[src/rtl/instruction_fetch.sv]
// Instruction fetch unit: drives instruction-memory reads from the PC, holds the
// fetched word for decode, and steers the PC load port for stalls and redirects.
module instruction_fetch (
    input  logic        clk,
    input  logic        rst,
    input  logic [15:0] pc_in,
    output logic        pc_ld,
    output logic [15:0] pc_ld_addr,
    output logic        mem_req,
    output logic [15:0] mem_addr,
    input  logic        mem_ack,
    input  logic [15:0] mem_data,
    output logic [15:0] ir_out,
    output logic [15:0] instr_addr,
    output logic        ir_valid,
    input  logic        ir_ready,
    input  logic        redirect,
    input  logic [15:0] redirect_addr
);

    typedef enum logic [1:0] {
        IDLE  = 2'd0,
        FETCH = 2'd1,
        DRAIN = 2'd2,
        FULL  = 2'd3
    } state_t;

    state_t      state;
    state_t      state_next;
    logic [15:0] drain_addr;
    logic        capture;
    logic        start_drain;
    logic        release_ir;

    // State register plus the instruction register and the orphaned-request address
    always_ff @(posedge clk or negedge rst) begin
        if (!rst) begin
            state      <= IDLE;
            ir_out     <= 16'h0000;
            instr_addr <= 16'h0000;
            ir_valid   <= 1'b0;
            drain_addr <= 16'h0000;
        end else begin
            state <= state_next;
            if (capture) begin
                ir_out     <= mem_data;
                instr_addr <= pc_in;
                ir_valid   <= 1'b1;
            end else if (release_ir) begin
                ir_valid <= 1'b0;
            end
            if (start_drain) begin
                drain_addr <= pc_in;
            end
        end
    end

    always_comb begin
        state_next  = state;
        mem_req     = 1'b0;
        mem_addr    = pc_in;
        capture     = 1'b0;
        start_drain = 1'b0;
        release_ir  = 1'b0;
        case (state)
            IDLE: begin
                state_next = FETCH;
            end
            FETCH: begin
                mem_req = 1'b1;
                if (mem_ack && !redirect) begin
                    capture    = 1'b1;
                    state_next = FULL;
                end else if (!mem_ack && redirect) begin
                    start_drain = 1'b1;
                    state_next  = DRAIN;
                end
            end
            DRAIN: begin
                mem_req  = 1'b1;
                mem_addr = drain_addr;
                if (mem_ack) begin
                    state_next = FETCH;
                end
            end
            FULL: begin
                if (ir_ready || redirect) begin
                    release_ir = 1'b1;
                    state_next = FETCH;
                end
            end
            default: begin
                state_next = IDLE;
            end
        endcase
    end

    // The PC is frozen by reloading its own value; only a clean ack in FETCH lets it step
    always_comb begin
        pc_ld      = 1'b1;
        pc_ld_addr = pc_in;
        if (rst) begin
            if (redirect) begin
                pc_ld_addr = redirect_addr;
            end else if (state == FETCH && mem_ack) begin
                pc_ld = 1'b0;
            end
        end
    end

endmodule

[config.mk]
export PLATFORM = sky130hd
export DESIGN_NAME = instruction_fetch
export DESIGN_NICKNAME = d
export VERILOG_FILES = /design/src/rtl/instruction_fetch.sv
export SDC_FILE = /design/constraint.sdc
export NUM_CORES = 1
export LEC_CHECK = 0
export CORE_MARGIN = 10
export CORE_UTILIZATION = 43
export CTS_BUF_LIST = sky130_fd_sc_hd__clkbuf_8
export DETAILED_ROUTE_END_ITERATION = 10
export PLACE_DENSITY_LB_ADDON = 0.12
export SKIP_CTS_REPAIR_TIMING = 1
export SLEW_MARGIN = 25
export SYNTH_ARGS = -nofsm -noshare
export SYNTH_HDL_FRONTEND = slang
export SYNTH_SLANG_ARGS = --single-unit
[constraint.sdc]
create_clock -name clk -period 2.4 [get_ports clk]
set_input_delay 0.48 -clock clk [delete_from_list [all_inputs] [get_ports clk]]
set_output_delay 0.48 -clock clk [all_outputs]
set_load 0.05 [all_outputs]
==> results_dict.tcl, run 1 <==
# implementation run metrics
set metrics [dict create \
    ys_ff 51 \
    chip_area_um2 8940 \
    drc 0 \
    hold_viol_final 0 \
    crit_top_cell "buf_12" \
    grt_max_degree 52 \
    first_global_vias 1951 \
    antenna_found_initial 0 \
    tool_warnings 30 \
    clk_share 0.0227 \
    slowest_delay_ns 0.42 \
    combPwrFrac 0.621 \
    final_layout_size_suffix_gt1_frac 0.457 \
    period_used_share 0.929 \
    io-pin-count 120 \
    vias 1769 \
    crit_arrival_ns 1.75 \
    sw_frac_of_total 0.469 \
    syn_avg_cell_area_um2 14.9 \
    path_cells "clkdlybuf4s50_1, nand2_1, buf_12, mux2_2, buf_12" \
    cp.required_ns 1.92 \
    dp_hpwl_mm 5.06 \
    comb_area_um2 1050 \
    cts_tree "built" \
    start_kind "primary input" \
    clock_path_buffers 2 \
    status "complete, no violations" \
    netlist_logic_family_top "multiplexers" \
    cp_max_fo 15 \
    clkPwrFrac 0.093 \
    final_cell_mix "84 x clkdlybuf4s50_1, 80 x mux2_2, 51 x dfrtp_1, 24 x buf_4, 18 x buf_12" \
    yosys_warnings 0 \
    cts_sinks 51 \
    grtUsageTotal 0.145 \
    fill_cells 401 \
    ys_sh_adder 0.0314 \
    ys_sh_simple 0.0162 \
    max_freq_mhz 448 \
    sh_comb_area 0.269 \
    crit_family "buffers and inverters" \
    ff_count 51 \
    logic_gates 98 \
    setup_viol 0 \
    inverters 5 \
    maxSlewViolCount 0 \
    antenna_cells 0 \
    clock-skew-final_ns 0.00385 \
    seq_share 0.326 \
    ys_sh_mux 0.387 \
    r2r_cells 5 \
    p_total_uw 5240 \
    cpMaxStageDelayCell "clkdlybuf4s50_1" \
    clk_pin_slew_ns 0.09 \
    grt_pass1_wl_mm 10.1 \
    ant_nets 0 \
    viasPerCell 4.90 \
    post-place-ws_ns 0.161 \
    port_buffers 119 \
    cts_max_level 2 \
    num_rows 27 \
    dp.cells 353 \
    tapCellCount 72 \
    power.switching_uw 2460 \
    holdWs_ns 0.336 \
    path_class "primary input to output port" \
    routed_wl_mm 6.45 \
    drtPass1Iterations 3 \
    area_growth_pct 63.7 \
    largest_class "buffers" \
    insertion_delay_ns 0.30 \
]
run 1: metal layers:
metal / wire, µm / GRT usage / part of all wire
met3: 729 / 0.0745 / 0.11
met5: 0 / 0 / 0
met1: 2540 / 0.165 / 0.39
met4: 48 / 0.0374 / 0.0074
met2: 3130 / 0.235 / 0.49
run 1: how the worst max path moves through the flow:
stage | end | start | slack [ns] | cells after the start
2_1_floorplan | mem_addr[0] | state[0]$_DFFE_PN0P_ | 0.51 | 5
3_3_place_gp | pc_ld_addr[5] | redirect | 0.17 | 5
3_5_place_dp | pc_ld_addr[5] | redirect | 0.16 | 5
4_1_cts | pc_ld_addr[5] | redirect | 0.16 | 5
5_1_grt | mem_addr[9] | state[0]$_DFFE_PN0P_ | 0.10 | 5
6_report | pc_ld_addr[11] | redirect | 0.17 | 5
run 1: power by group through the flow:
stage                     logic [µW]  clock network (µW)  registers, µW
after floorplan                 1170                   0           2490
after global placement          3260                   0           1490
after detailed placement        3290                   0           1520
after CTS                       3300                 503           1500
after global routing            3410                 540           1560
final                           3260                 486           1500
run 1: cell usage after synthesis:
cell type	count	area [µm²]
mux2_2	80	901
dfrtp_1	51	1280
buf_2	6	30.0
ha_1	6	75.1
inv_1	5	18.8
nand2_1	5	18.8
a221o_1	1	10.0
buf_6	1	11.3
mux2_4	1	15.0
mux2i_1	1	10.0
nand4_1	1	6.26
nor2b_1	1	6.26
nor3b_1	1	7.51
o21ai_0	1	5.00
run 1: worst register-to-register path: stages, from the launching register on:
cell	delay, ns
dfrtp_1	0.42
inv_1	0.08
ha_1	0.22
buf_4	0.17
a221o_1	0.40
mux2_4	0.31
run 1: sequential cells by signal (all words and copies together) (netlist names):
signal,flops
instr_addr,16
drain_addr,16
ir_valid,1
state,2
ir_out,16
### Congestion heat map, run 1

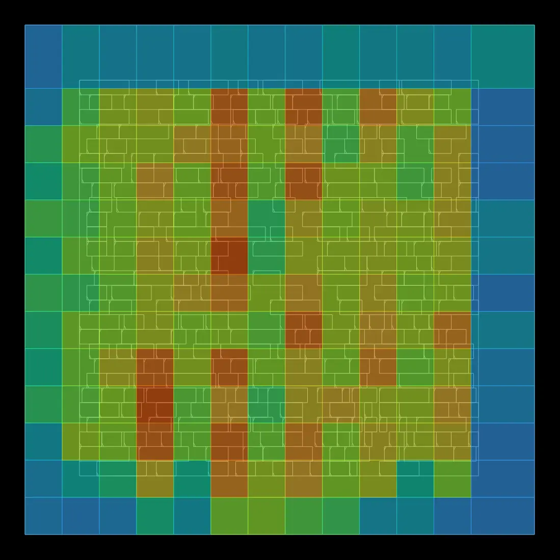
M1 GR Usage: 0.165
Util after Layout: 0.720
Avg WL per Cell: 17.9 µm

### Local utilization, run 1

Bar = 20 µm. 9 x 9 tiles, from dark blue (low) to red (high), 0 to 100% covered.
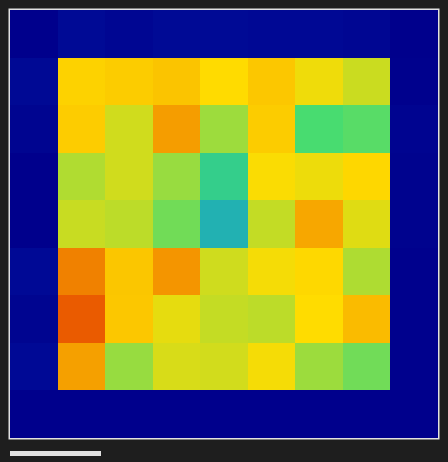
densest ninth of the die: center
mean over tiles: 43%
nearly empty tiles: 36%
tiles over 75% full: 22%
core area: 5440 µm²
initial core utilization: 0.440

### Sizing map, run 1

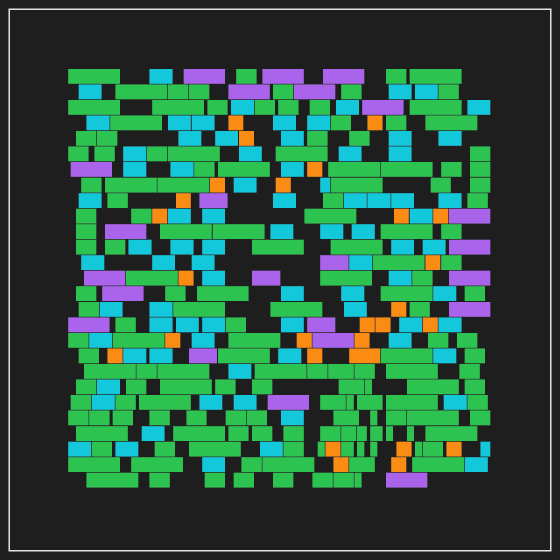
[green] _0 and _1 cells | cells: 157 | share: 54%
[purple] _6 and larger | cells: 23 | share: 8.0%
[cyan] _2 cells | cells: 82 | share: 28%
[orange] _3 and _4 cells | cells: 27 | share: 9.3%
setup slack after layout: 0.170 ns
final instance area: 3920 µm²
Non-Clock Buffer Count: 127

--- run 2 (diff from run 1) ---
- RECOVER_POWER: unset -> 25
### Congestion heat map, run 2

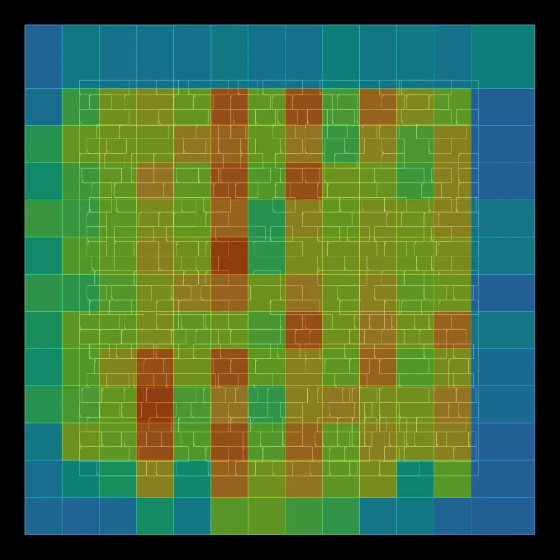
met2 GRT Util: 0.235
Avg WL per Cell: 17.9 µm
GRT Overall Usage: 0.145

==> run 2 against run 1 <==
Net effect: clock-buffer cell count unchanged; total power is essentially flat; design area is essentially flat; area after synthesis did not move; first-iteration DRC count did not move; register-to-register slack about the same; synthesized cell count unchanged; non-clock buffer count unchanged; hold slack improved by 0.15 ns; flip-flop count stayed put; fmax about the same; clock power is essentially flat.
==> results_dict.tcl, run 2 <==
# implementation run metrics
set metrics [dict create \
    ant_nets 0 \
    final_area_um2 3910 \
    vias 1769 \
    tapCellCount 72 \
    clock-skew-final_ns 0.00385 \
    period_used_share 0.929 \
    port_buffers 119 \
    yosys_warnings 0 \
    routed_wl_mm 6.45 \
    buffers_excl_clock 127 \
    final_layout_size_suffix_gt1_frac 0.453 \
    max_freq_mhz 448 \
    inverters 5 \
    status "complete, no violations" \
    path_cells "clkdlybuf4s50_1, nand2_1, buf_12, mux2_2, buf_12" \
    clk_share 0.0227 \
    crit_family "buffers and inverters" \
    comb_area_um2 1050 \
    ys_ff 51 \
    final_cell_mix "84 x clkdlybuf4s50_1, 80 x mux2_2, 51 x dfrtp_1, 23 x buf_4, 18 x buf_12" \
    logic_gates 98 \
    dp.cells 353 \
    cts_tree "built" \
    cts_sinks 51 \
    chip_area_um2 8940 \
    timing.final.ws_setup_ns 0.170 \
    largest_class "buffers" \
    crit_path_start "redirect" \
    crit_arrival_ns 1.75 \
    syn_avg_cell_area_um2 14.9 \
    slowest_delay_ns 0.42 \
    topCellsByArea "dfrtp_1 53%, mux2_2 38%, ha_1 3.1%" \
    num_rows 27 \
    grt_pass1_wl_mm 10.1 \
    insertion_delay_ns 0.30 \
    synthFlopType "dfrtp_1" \
    p_total_uw 5240 \
    common_cells "80 x mux2_2, 51 x dfrtp_1, 6 x buf_2, 6 x ha_1" \
    cpMaxStageDelayCell "clkdlybuf4s50_1" \
    drc 0 \
    cp_max_fo 15 \
    top_cell "mux2_2" \
    cp.depth 5 \
    synth_area_leader_cell "dfrtp_1" \
    tool_warnings 30 \
    path_class "primary input to output port" \
    post-place-ws_ns 0.161 \
    io-pin-count 120 \
    seq_share 0.326 \
    grt_max_degree 52 \
    reg_top3 "drain_addr: 16 flops, instr_addr: 16 flops, ir_out: 16 flops" \
    sh_comb_area 0.270 \
    core-area_um2 5440 \
    top_cell_area_share 0.534 \
]
-- run 2: tightest hold or removal path: stages (launching register included) --
cell and delay (ns):
dfrtp_1 0.36, nand2_1 0.05, nand2_1 0.05
-- run 2: logic make-up (layout without fill, tap and decap cells) --
family,count (synthesis),count (layout),synth area share
AOI/OAI and AO/OA,2,2,0.00628
adders and majority gates,6,6,0.0314
buffers and inverters,12,140,0.0251
DFF,51,51,0.534
muxes,82,82,0.387
and+or+nand+nor,8,8,0.0162
-- run 2: worst min-delay path by stage --
stage / endpoint / slack (ns)
2_1_floorplan: drain_addr[0]$_DFFE_PN0P_ / 0.18
3_3_place_gp: ir_valid$_DFFE_PN0P_ / 0.46
3_5_place_dp: ir_valid$_DFFE_PN0P_ / 0.48
4_1_cts: ir_out[8]$_DFFE_PN0P_ / 0.35
5_1_grt: ir_valid$_DFFE_PN0P_ / 0.51
6_report: ir_valid$_DFFE_PN0P_ / 0.49
-- run 2: layer usage --
layer	routed length, µm	part of all wire	GRT usage	vias to the layer above
met1	2540	0.39	0.165	867
met4	48	0.0074	0.0374	0
met3	727	0.11	0.0745	5
met5	0	0	0	-
li1	-	-	-	827
met2	3130	0.49	0.235	70
-- run 2: report_power, final --
| part | leakage [µW] | total (µW) | internal [µW] | switching [µW] |
|---|---|---|---|---|
| sequential | 0.000606 | 1500 | 1290 | 206 |
| combinational | 0.00105 | 3260 | 1290 | 1970 |
| clock | 0.0000402 | 486 | 203 | 283 |
| total | 0.00170 | 5240 | 2780 | 2460 |
No activity file was given, so power comes from the tool's default toggle rates.
